$ cat config.mk
export PLATFORM = sky130hd
export DESIGN_NAME = iter_sched
export DESIGN_NICKNAME = d
export VERILOG_FILES = /design/src/rtl/iter_sched_pkg.sv /design/src/rtl/iter_sched_rr_pick.sv /design/src/rtl/iter_sched.sv
export SDC_FILE = /design/constraint.sdc
export NUM_CORES = 1
export LEC_CHECK = 0
export CORE_MARGIN = 2
export CORE_UTILIZATION = 33
export DETAILED_ROUTE_END_ITERATION = 8
export GPL_TIMING_DRIVEN = 0
export HOLD_SLACK_MARGIN = 0.08
export PLACE_DENSITY_LB_ADDON = 0.2
export SETUP_SLACK_MARGIN = 0.1
export SYNTH_ARGS = -nofsm -noshare
export SYNTH_HDL_FRONTEND = slang
export SYNTH_SLANG_ARGS = --single-unit
$ cat constraint.sdc
create_clock -name clk -period 4.85 [get_ports clk]
set_input_delay 0.97 -clock clk [delete_from_list [all_inputs] [get_ports clk]]
set_output_delay 0.97 -clock clk [all_outputs]
set_load 0.03 [all_outputs]
$ cat src/rtl/iter_sched_pkg.sv
// iter_sched_pkg: shared constants for the iterative-unit scheduler.
//   - default values for N, MAX_CYC and CNT_W
//   - FSM state encodings (kept as plain 2-bit constants)
//   - idx_w(): width needed to hold an index/count in [0, n-1]
package iter_sched_pkg;

  localparam int unsigned N_DEF       = 4;
  localparam int unsigned MAX_CYC_DEF = 16;
  localparam int unsigned CNT_W_DEF   = 5;

  typedef logic [1:0] state_t;

  localparam state_t IDLE  = 2'b00;
  localparam state_t START = 2'b01;
  localparam state_t WAIT  = 2'b10;
  localparam state_t FIN   = 2'b11;

  function automatic int unsigned idx_w(input int unsigned n);
    return (n > 1) ? $clog2(n) : 1;
  endfunction

endpackage

$ cat src/rtl/iter_sched_rr_pick.sv
// rr_pick: combinational round-robin selector.
//   req        - N request lines
//   last_owner - index of the previous owner; search starts just after it
//   winner     - one-hot winner, all zero when req is zero
module rr_pick #(
  parameter int unsigned N  = 4,
  parameter int unsigned LW = 2
) (
  input  logic [N-1:0]  req,
  input  logic [LW-1:0] last_owner,
  output logic [N-1:0]  winner
);

  logic [LW:0]    first;
  logic [2*N-1:0] dbl_req;
  logic [N-1:0]   rot;
  logic [N-1:0]   pick;
  logic [2*N-1:0] dbl_pick;

  // Rotate so that index last_owner+1 lands at bit 0, isolate the lowest
  // set bit, then rotate back. Doubling the vector turns both rotations
  // into plain shifts; first never exceeds N.
  always_comb begin
    first    = {1'b0, last_owner} + 1'b1;
    dbl_req  = {req, req} >> first;
    rot      = dbl_req[N-1:0];
    pick     = rot & (~rot + 1'b1);
    dbl_pick = {pick, pick} << first;
    winner   = dbl_pick[2*N-1:N];
  end

endmodule

$ cat src/rtl/iter_sched.sv
// iter_sched: grants one shared iterative unit to N requesters in
// round-robin order and supervises each operation with a watchdog.
//   clk, rst_n    - clock, asynchronous active-low reset
//   req[N]        - level requests, held until done/err
//   unit_do_iter  - unit performs an iteration this cycle
//   unit_ready    - unit finished the operation (1-cycle)
//   unit_start    - 1-cycle start pulse to the unit
//   gnt[N]        - one-hot owner of the unit, stable START..FIN
//   done[N]/err[N]- 1-cycle completion / watchdog pulse to the owner
//   busy          - FSM not idle
//   iter_cnt      - saturating iteration count of the last operation
module iter_sched
  import iter_sched_pkg::*;
#(
  parameter int unsigned N       = N_DEF,
  parameter int unsigned MAX_CYC = MAX_CYC_DEF,
  parameter int unsigned CNT_W   = CNT_W_DEF
) (
  input  logic             clk,
  input  logic             rst_n,
  input  logic [N-1:0]     req,
  input  logic             unit_do_iter,
  input  logic             unit_ready,
  output logic             unit_start,
  output logic [N-1:0]     gnt,
  output logic [N-1:0]     done,
  output logic [N-1:0]     err,
  output logic             busy,
  output logic [CNT_W-1:0] iter_cnt
);

  localparam int unsigned      LW        = idx_w(N);
  localparam int unsigned      CYC_W     = idx_w(MAX_CYC);
  localparam logic [CYC_W-1:0] CYC_LAST  = CYC_W'(MAX_CYC - 1);
  localparam logic [LW-1:0]    OWNER_RST = LW'(N - 1);

  state_t           state_q, state_d;
  logic [N-1:0]     gnt_q, gnt_d;
  logic             ok_q, ok_d;
  logic [CNT_W-1:0] iter_cnt_q, iter_cnt_d;
  logic [CYC_W-1:0] cyc_q, cyc_d;
  logic [LW-1:0]    last_owner_q, last_owner_d;

  logic [N-1:0]     winner;
  logic [LW-1:0]    owner_idx;

  rr_pick #(
    .N  (N),
    .LW (LW)
  ) u_rr_pick (
    .req        (req),
    .last_owner (last_owner_q),
    .winner     (winner)
  );

  always_comb begin
    owner_idx = '0;
    for (int unsigned i = 0; i < N; i++) begin
      if (gnt_q[i]) owner_idx = LW'(i);
    end
  end

  always_comb begin
    state_d      = state_q;
    gnt_d        = gnt_q;
    ok_d         = ok_q;
    iter_cnt_d   = iter_cnt_q;
    cyc_d        = cyc_q;
    last_owner_d = last_owner_q;
    case (state_q)
      IDLE: begin
        if (req != '0) begin
          gnt_d   = winner;
          state_d = START;
        end
      end
      START: begin
        cyc_d      = '0;
        iter_cnt_d = '0;
        state_d    = WAIT;
      end
      WAIT: begin
        if (unit_do_iter && (iter_cnt_q != '1)) iter_cnt_d = iter_cnt_q + 1'b1;
        // unit_ready is tested first so it wins a tie with the watchdog
        if (unit_ready) begin
          ok_d    = 1'b1;
          state_d = FIN;
        end else if (cyc_q == CYC_LAST) begin
          ok_d    = 1'b0;
          state_d = FIN;
        end else begin
          cyc_d = cyc_q + 1'b1;
        end
      end
      FIN: begin
        last_owner_d = owner_idx;
        gnt_d        = '0;
        state_d      = IDLE;
      end
      default: state_d = IDLE;
    endcase
  end

  always_ff @(posedge clk or negedge rst_n) begin
    if (!rst_n) begin
      state_q      <= IDLE;
      gnt_q        <= '0;
      ok_q         <= 1'b0;
      iter_cnt_q   <= '0;
      cyc_q        <= '0;
      last_owner_q <= OWNER_RST;
    end else begin
      state_q      <= state_d;
      gnt_q        <= gnt_d;
      ok_q         <= ok_d;
      iter_cnt_q   <= iter_cnt_d;
      cyc_q        <= cyc_d;
      last_owner_q <= last_owner_d;
    end
  end

  // Every output is a decode of registered state only.
  assign unit_start = (state_q == START);
  assign busy       = (state_q != IDLE);
  assign gnt        = gnt_q;
  assign done       = ((state_q == FIN) && ok_q)  ? gnt_q : '0;
  assign err        = ((state_q == FIN) && !ok_q) ? gnt_q : '0;
  assign iter_cnt   = iter_cnt_q;

endmodule

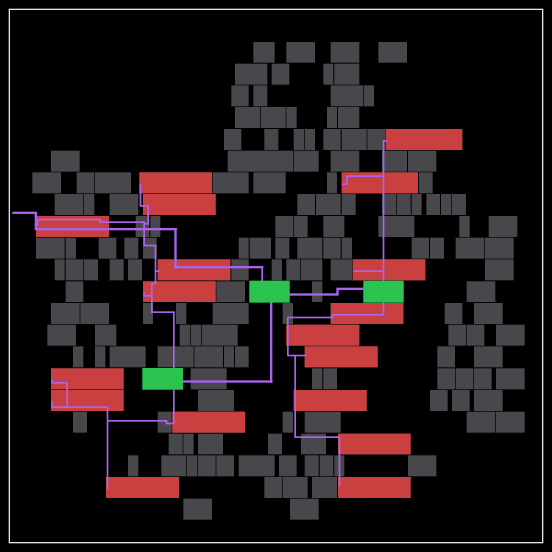
Fig. 1. Clock distribution.
Scale: 8 px per um.
[clock wires] purple | length: 242 um
[cells driving clock nets] green | count: 3
[flip-flops] red | count: 18
routed clock nets: 4

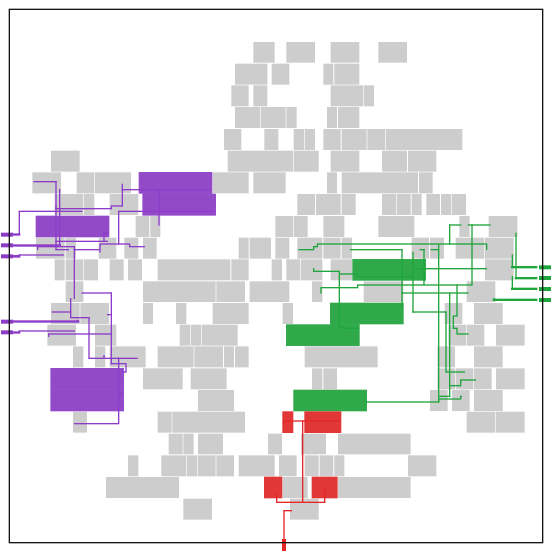
Fig. 2. I/O nets highlighted.
Scale: 8 px per um.
[`gnt`] green | bits: 4 | direction: output | edge: right | end cells: 4 | buffers: 4 | wire: 221 um
[`unit_ready`] red | bits: 1 | direction: input | edge: bottom | end cells: 4 | buffers: 1 | wire: 30.6 um
[`iter_cnt`] purple | bits: 5 | direction: output | edge: left | end cells: 5 | buffers: 5 | wire: 189 um
number of buffers inserted by port buffering: 24
Boundary Pins: 27

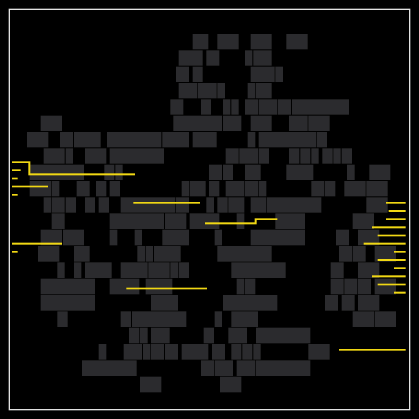
Fig. 3. Metal 3.
Scale: 6 px per um. Cells faint in the background.
share of all routed wire: 4.5%
longest straight run: 17.5 um
nets with wire on the layer: 21
total number of vias: 1,173
Global Route met3 Usage: 4.39%
aggregate routed wire length: 2.93 mm

==> results.txt <==
Figures from the implementation reports.

- The switching share of total power is a little under half.
- The iteration count of the initial detailed-routing pass is 4.
- The effective utilization at floorplan reads 34.7%.
- The synthesized design contains 0 enable-type register cells.
- The largest cell class by area reads combinational gates.
- The number of tapcells is around 48.
- Power attributed to the clock group is 0.107 mW.
- The number of inserted filler cells in the final layout is roughly 370.
- The transition time recorded at the tightest slew-check pin is ~0.81 ns.
- The detailed-route DRC error count reads 0.
- The startpoint of the worst setup timing path reads state_q[0].
- The horizontal die dimension is 66.5 um.
- The final-report hold violation count is 0.
- The post-route clock period utilization is approximately two thirds.
- The highest cell delay on the worst timing path is roughly 0.67 ns.
- The fraction of layout cells with a size suffix above 1 reads about 7.6%.
- Looking at the critical path, the highest net fanout was 10.
- The total nets after synthesis is approximately 160.
- The antenna diode count is 0.
- The final setup violation count reads 0.
- Measured along the y axis, the die boundary spans between 60 and 70 um.
- The flow ran to the end, and the final reports show no timing, DRC or antenna violations.
- The highest metal layer carrying signal wires in the routed design is met4.
- The setup slack of the critical path after layout reads ~1.6 ns.
- The endpoint class of the critical path is a primary output.
- The final layout contains between 150 and 200 nets.
- The sequential power is around 0.24 mW.
- The critical path capture point reads err[1].
- The CTS clock-pin slew for the worst setup and hold paths reads roughly 0.070 ns.
- The area taken by multi-input logic gates reads 766 um2.
- The type of element launching the critical path is a flip-flop.
- The total routing resource utilization after global routing is about 16%.
- The tally of unique sky130hd cells used after synthesis reads approximately 46.
- The share of power burned in combinational logic reads 57.9%.
- For this run, the share of the core covered by cells in the final layout is between 40% and 50%.
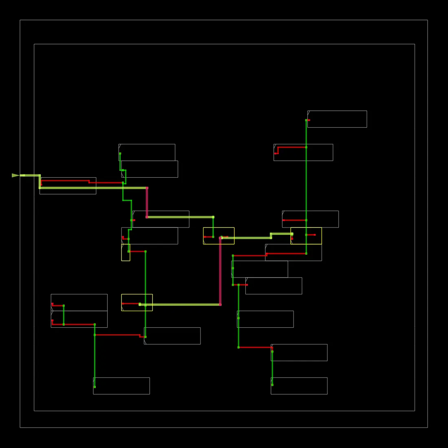
Fig. 4. Clock routing.
Clock Sink Count: 18
number of clock buffer instances in the layout: 4

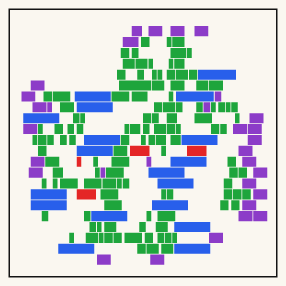
Fig. 5. Cells colored by class.
Scale: 4 px per um.
[all other logic] green | cells: 118
[clock drivers and dummy loads] red | cells: 4
[flops] blue | cells: 18
[other buffers and delay cells] purple | cells: 31

Power is estimated from default activity; no workload was simulated.
